## src/rtl/pipelined_adder.sv

```systemverilog
// ============================================================================
// pipelined_adder
//
// Purpose
//    Pipelined WIDTH-bit adder/subtractor for the matrix datapath. The carry
//    chain is cut into STAGES registered slices of CHUNK = WIDTH/STAGES bits.
//    Each slice adds one chunk of the operands plus the carry registered by
//    the slice before it. One operand pair is accepted per cycle under a
//    valid/ready handshake with full backpressure. Results appear STAGES
//    cycles after acceptance.
//
// Parameters
//    WIDTH      operand/result width in bits (must be a multiple of STAGES)
//    STAGES     number of pipeline slices, 1 <= STAGES <= WIDTH
//
// Ports
//    clk        rising-edge clock, sole clock domain
//    reset      synchronous, active-high reset; discards everything in flight
//    in_valid   operand pair (a, b, carryin, sub) valid this cycle
//    in_ready   block accepts input this cycle (pipeline can advance)
//    a, b       operands
//    carryin    carry into bit 0 in add mode, ignored in subtract mode
//    sub        0: a + b + carryin, 1: a - b computed as a + ~b + 1
//    out_valid  sum/carryout/overflow hold a valid result
//    out_ready  downstream accepts the result
//    sum        result modulo 2^WIDTH
//    carryout   carry out of the MSB (subtract: 1 means no borrow)
//    overflow   two's-complement overflow (carry into MSB xor carry out)
// ============================================================================
module pipelined_adder #(
   parameter int WIDTH  = 8,
   parameter int STAGES = 4
) (
   input  logic             clk,
   input  logic             reset,
   input  logic             in_valid,
   output logic             in_ready,
   input  logic [WIDTH-1:0] a,
   input  logic [WIDTH-1:0] b,
   input  logic             carryin,
   input  logic             sub,
   output logic             out_valid,
   input  logic             out_ready,
   output logic [WIDTH-1:0] sum,
   output logic             carryout,
   output logic             overflow
);

   localparam int CHUNK = WIDTH / STAGES;

   // The carry chain only splits cleanly when every slice has the same width.
   if (STAGES < 1 || STAGES > WIDTH || (WIDTH % STAGES) != 0) begin : gParamCheck
      $error("pipelined_adder: WIDTH must be a multiple of STAGES and 1 <= STAGES <= WIDTH");
   end

   logic             adv;
   logic [WIDTH-1:0] bEff;
   logic             c0;

   // The whole pipe moves as one: it advances whenever the output slot is
   // empty or being consumed, otherwise every slice holds (full stall).
   assign adv      = !out_valid || out_ready;
   assign in_ready = adv;

   // Subtraction is folded into the adder as a + ~b + 1 so that every slice
   // is a plain chunk adder regardless of mode.
   assign bEff = sub ? ~b : b;
   assign c0   = sub ? 1'b1 : carryin;

   for (genvar k = 0; k < STAGES; k++) begin : gStage
      // REM  = operand bits still waiting to be added after this slice
      // DONE = result bits completed once this slice has registered
      localparam int REM  = WIDTH - (k + 1) * CHUNK;
      localparam int DONE = (k + 1) * CHUNK;

      logic [CHUNK-1:0] aChunk;
      logic [CHUNK-1:0] bChunk;
      logic             cIn;
      logic             validIn;
      logic [CHUNK:0]   chunkSum;
      logic [DONE-1:0]  sumD;
      logic [DONE-1:0]  sumQ;
      logic             carryD;
      logic             carryQ;
      logic             validQ;

      // Slice 0 takes its chunk straight from the ports; later slices take
      // the lowest remaining bits of the operands delayed by the slice before
      // and append their chunk above the already-finished low result bits.
      if (k == 0) begin : gSrc
         assign aChunk  = a[CHUNK-1:0];
         assign bChunk  = bEff[CHUNK-1:0];
         assign cIn     = c0;
         assign validIn = in_valid;
         assign sumD    = chunkSum[CHUNK-1:0];
      end else begin : gSrc
         assign aChunk  = gStage[k-1].gRem.aRemQ[CHUNK-1:0];
         assign bChunk  = gStage[k-1].gRem.bRemQ[CHUNK-1:0];
         assign cIn     = gStage[k-1].carryQ;
         assign validIn = gStage[k-1].validQ;
         assign sumD    = {chunkSum[CHUNK-1:0], gStage[k-1].sumQ};
      end

      assign chunkSum = {1'b0, aChunk} + {1'b0, bChunk} + {{CHUNK{1'b0}}, cIn};
      assign carryD   = chunkSum[CHUNK];

      // Valid bits always shift on advance so bubbles travel with the data.
      // Data registers only load for real transactions, which keeps the
      // output registers at their last value while out_valid is low.
      always_ff @(posedge clk) begin
         if (reset) begin
            validQ <= 1'b0;
            sumQ   <= '0;
            carryQ <= 1'b0;
         end else if (adv) begin
            validQ <= validIn;
            if (validIn) begin
               sumQ   <= sumD;
               carryQ <= carryD;
            end
         end
      end

      // Operand bits not yet consumed ride along, shifted down so the next
      // slice always finds its chunk at the bottom.
      if (REM > 0) begin : gRem
         logic [REM-1:0] aRemD;
         logic [REM-1:0] bRemD;
         logic [REM-1:0] aRemQ;
         logic [REM-1:0] bRemQ;

         if (k == 0) begin : gRemSrc
            assign aRemD = a[WIDTH-1:CHUNK];
            assign bRemD = bEff[WIDTH-1:CHUNK];
         end else begin : gRemSrc
            assign aRemD = gStage[k-1].gRem.aRemQ[REM+CHUNK-1:CHUNK];
            assign bRemD = gStage[k-1].gRem.bRemQ[REM+CHUNK-1:CHUNK];
         end

         // Delayed operand bits move only alongside a real transaction.
         always_ff @(posedge clk) begin
            if (reset) begin
               aRemQ <= '0;
               bRemQ <= '0;
            end else if (adv && validIn) begin
               aRemQ <= aRemD;
               bRemQ <= bRemD;
            end
         end
      end

      // The last slice owns the result registers. The carry into the MSB is
      // recovered from the MSB sum bit (a ^ b ^ cin) so overflow can be
      // registered together with the final carry.
      if (k == STAGES - 1) begin : gLast
         logic msbCarryIn;
         logic overflowD;
         logic overflowQ;

         assign msbCarryIn = aChunk[CHUNK-1] ^ bChunk[CHUNK-1] ^ chunkSum[CHUNK-1];
         assign overflowD  = msbCarryIn ^ chunkSum[CHUNK];

         // Overflow follows the same load rule as the sum and carry.
         always_ff @(posedge clk) begin
            if (reset) begin
               overflowQ <= 1'b0;
            end else if (adv && validIn) begin
               overflowQ <= overflowD;
            end
         end

         assign out_valid = validQ;
         assign sum       = sumQ;
         assign carryout  = carryQ;
         assign overflow  = overflowQ;
      end
   end

endmodule
```

## config.mk

```make
export PLATFORM = sky130hd
export DESIGN_NAME = pipelined_adder
export DESIGN_NICKNAME = d
export VERILOG_FILES = /design/src/rtl/pipelined_adder.sv
export SDC_FILE = /design/constraint.sdc
export NUM_CORES = 1
export LEC_CHECK = 0
export CAP_MARGIN = 15
export CORE_UTILIZATION = 30
export CTS_CLUSTER_SIZE = 25
export DETAILED_ROUTE_END_ITERATION = 16
export GPL_TIMING_DRIVEN = 0
export SLEW_MARGIN = 20
export SYNTH_ARGS = -nofsm -noshare
export SYNTH_HDL_FRONTEND = slang
export SYNTH_SLANG_ARGS = --single-unit
```

## constraint.sdc

```tcl
create_clock -name clk -period 2.13 [get_ports clk]
set_input_delay 0.5325 -clock clk [delete_from_list [all_inputs] [get_ports clk]]
set_output_delay 0.5325 -clock clk [all_outputs]
set_load 0.01 [all_outputs]
```

Figure 1. PDN straps and rails.
The bar under the picture is 20 um long. Pins as bars on the die edge.
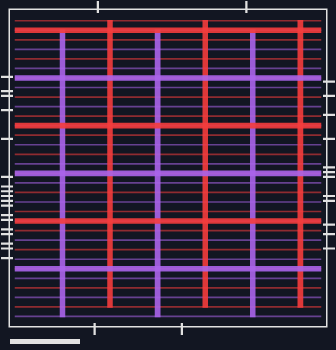
Purple marks VSS. Red marks VDD.
6 straps on met4. The core has 31 rows.

Figure 2. Placed cells, one color a class.
Fill, decap, tap and diode cells in gray.
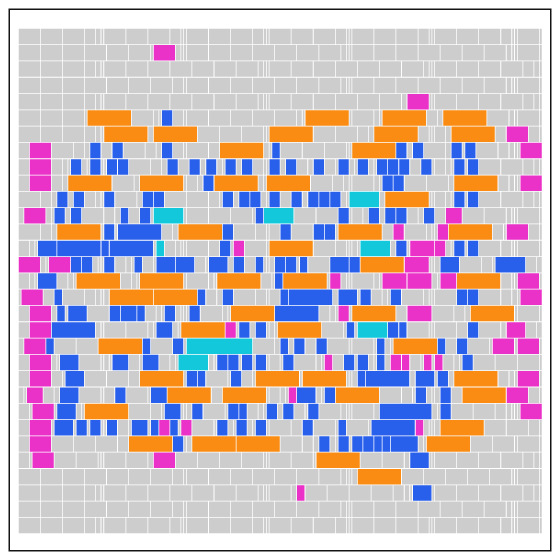
Orange marks flip-flops, cells 53, share of their area 38%. Blue marks all other logic, cells 184, share of their area 41%. Cyan marks clock drivers and dummy loads, cells 8, share of their area 4.2%. Magenta marks other buffers and delay cells, cells 56, share of their area 17%.

==> metrics.cfg <==
[run_status]
status=complete, no violations

[worst_setup_path]
startpoint_type=input port
r2r_slack_ns=0.14
slowest_stage=clkdlybuf4s50_1
slowest_delay_ns=0.45
critPathBufInv=3
cp-end-kind=output port
worstPathMaxFanout=16
cp.required_ns=1.60
path_cells=clkdlybuf4s50_1, nor2b_4, inv_6, dlygate4sd2_1

[die]
die_height_um=90.1
rows=31
die_w_um=90.1
dieArea_mm2=0.00812
ios=34
nWellTaps=99
core-area_mm2=0.00737

[power_and_ir_drop]
p_leak_nw=0.967
powerDensity_mw_per_mm2=682
peakVddDrop_mv=0.307

[synth]
edf_count=0
syn_inst=261
synth.area.mux_share_pct=0
simple_gate_share_pct=9.40
synthXorXnorAreaFrac_pct=4.03
synth.avg_cell_area_um2=8.92
synth.lib_cells_used.distinct=23
compound_area_share_pct=23.7
synthFlopType=dfxtp_1
ys_chip_area_mm2=0.00233
async_flop_share_pct=0
ys_seq_share_pct=45.6
syn-num-nets=292
ys_warn_count=0
logic_family=AND-OR/OR-AND gates

[clock_network]
ctsResizeCount=2
cts_tree=built
post_cts_buffers=1
hold_buffers=0
clockBufferDepth=2
cts_buffers=5
path_clk_slew_ns=0.10

[grt]
grt_pass1_wl_um=9070
grt_overflow=0
grt_pass1_vias=1832
grtUsageMet3_pct=2.79
antenna_found_initial=0
grt_most_used_layer=met2

[finish]
signal_buffers=56
logic_area_mm2=0.00104
lay_top_count=dfxtp_1
fin_util_pct=39.2
syn2layout_area_growth_pct=24.1
ff_count=53
clock_buffer_count=7
instances_no_fill=400
fill_cells=806
comb_share_pct=35.9
seq_area_mm2=0.00106

[detailed_routing]
drtAntennaViolNets=0
wl_per_cell_um=13.5
wirelength_um=5390
vias_per_cell=4.80
first_iter_violations=80

[final_timing]
fin_skew_ns=0.00891
holdWs_ns=0.462
post-route-min-period_ns=2.08
final.setup.tns_ns=0
final-max-slew-violation-count=0
min_period_over_period_pct=97.4
setup_viol=0
worstMarginPinSlew_ns=0.517

[worst_hold_path]
hp-start=gStage[1].gRem.bRemQ[3]
hold_path_class=register to register
min_path_cells=2

[place]
port_buffers=31
dp.cells=391
dpl.hpwl_um=3970
finalWeightedCongestion=0.813

[run]
drv_cap=0

Figure 3. Clock distribution.
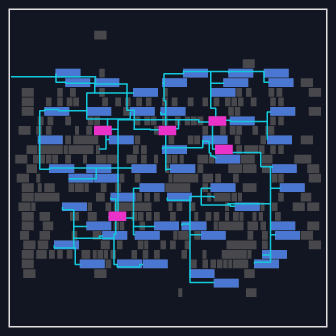
Blue marks flip-flops, count 53. Magenta marks cells driving clock nets, count 5. Cyan marks clock wires, length 639 um.
There are 6 routed clock nets.

metal layers:
metal / part of all wire [%] / wire length [um]
met1: 49 / 2670
met2: 46 / 2460
met3: 4.1 / 223
met4: 0.61 / 33
met5: 0 / 0
how the worst max path moves through the flow:
stage                                    to  slack, ns  cells after the start
after floorplan           gStage[0].sumQ[1]       0.19                      7
after global placement             in_ready      -0.41                      5
after detailed placement           in_ready      -0.43                      5
after CTS                          in_ready       0.04                      4
after global routing               in_ready       0.01                      4
final                              in_ready       0.05                      4
power breakdown:
| group | switching, mW | internal (mW) | total [mW] |
|---|---|---|---|
| logic | 0.113 | 0.0995 | 0.212 |
| registers | 0.0200 | 1.03 | 1.05 |
| clock network | 0.324 | 0.384 | 0.708 |
| total | 0.457 | 1.51 | 1.97 |
through the flow:
step           setup WS (ns)  instance area (um^2)
5_1_grt               0.0134                  2890
6_report              0.0544                  2890
3_5_place_dp          -0.431                  2760
4_1_cts               0.0431                  2880
3_3_place_gp          -0.410                  2760
2_1_floorplan          0.190                  2330
flip-flops by register name, summed over array words and instances (netlist names):
register and count:
overflow 1, out_valid 1, gStage.gRem.aRemQ 12, gStage.gRem.bRemQ 12
sum 8, gStage.carryQ 3, carryout 1, gStage.validQ 3
gStage.sumQ 12
cells in the mapped netlist, types with 3 or more instances:
cell type   n  area share, %
xor2_1      3            1.1
a211oi_1    7            2.3
dfxtp_1    53             46
inv_1      20            3.2
o21ai_0    18            3.9
a21oi_1    51             11
fa_1        8            6.9
clkbuf_1    7            1.1
nand3_1    33            7.1
nand2_1     6           0.97
xnor2_1     5            1.9
a311oi_1    9            3.4
o21ai_1    15            3.2
buf_6       5            2.4
buf_2      11            2.4
Power is estimated from default activity; no workload was simulated.
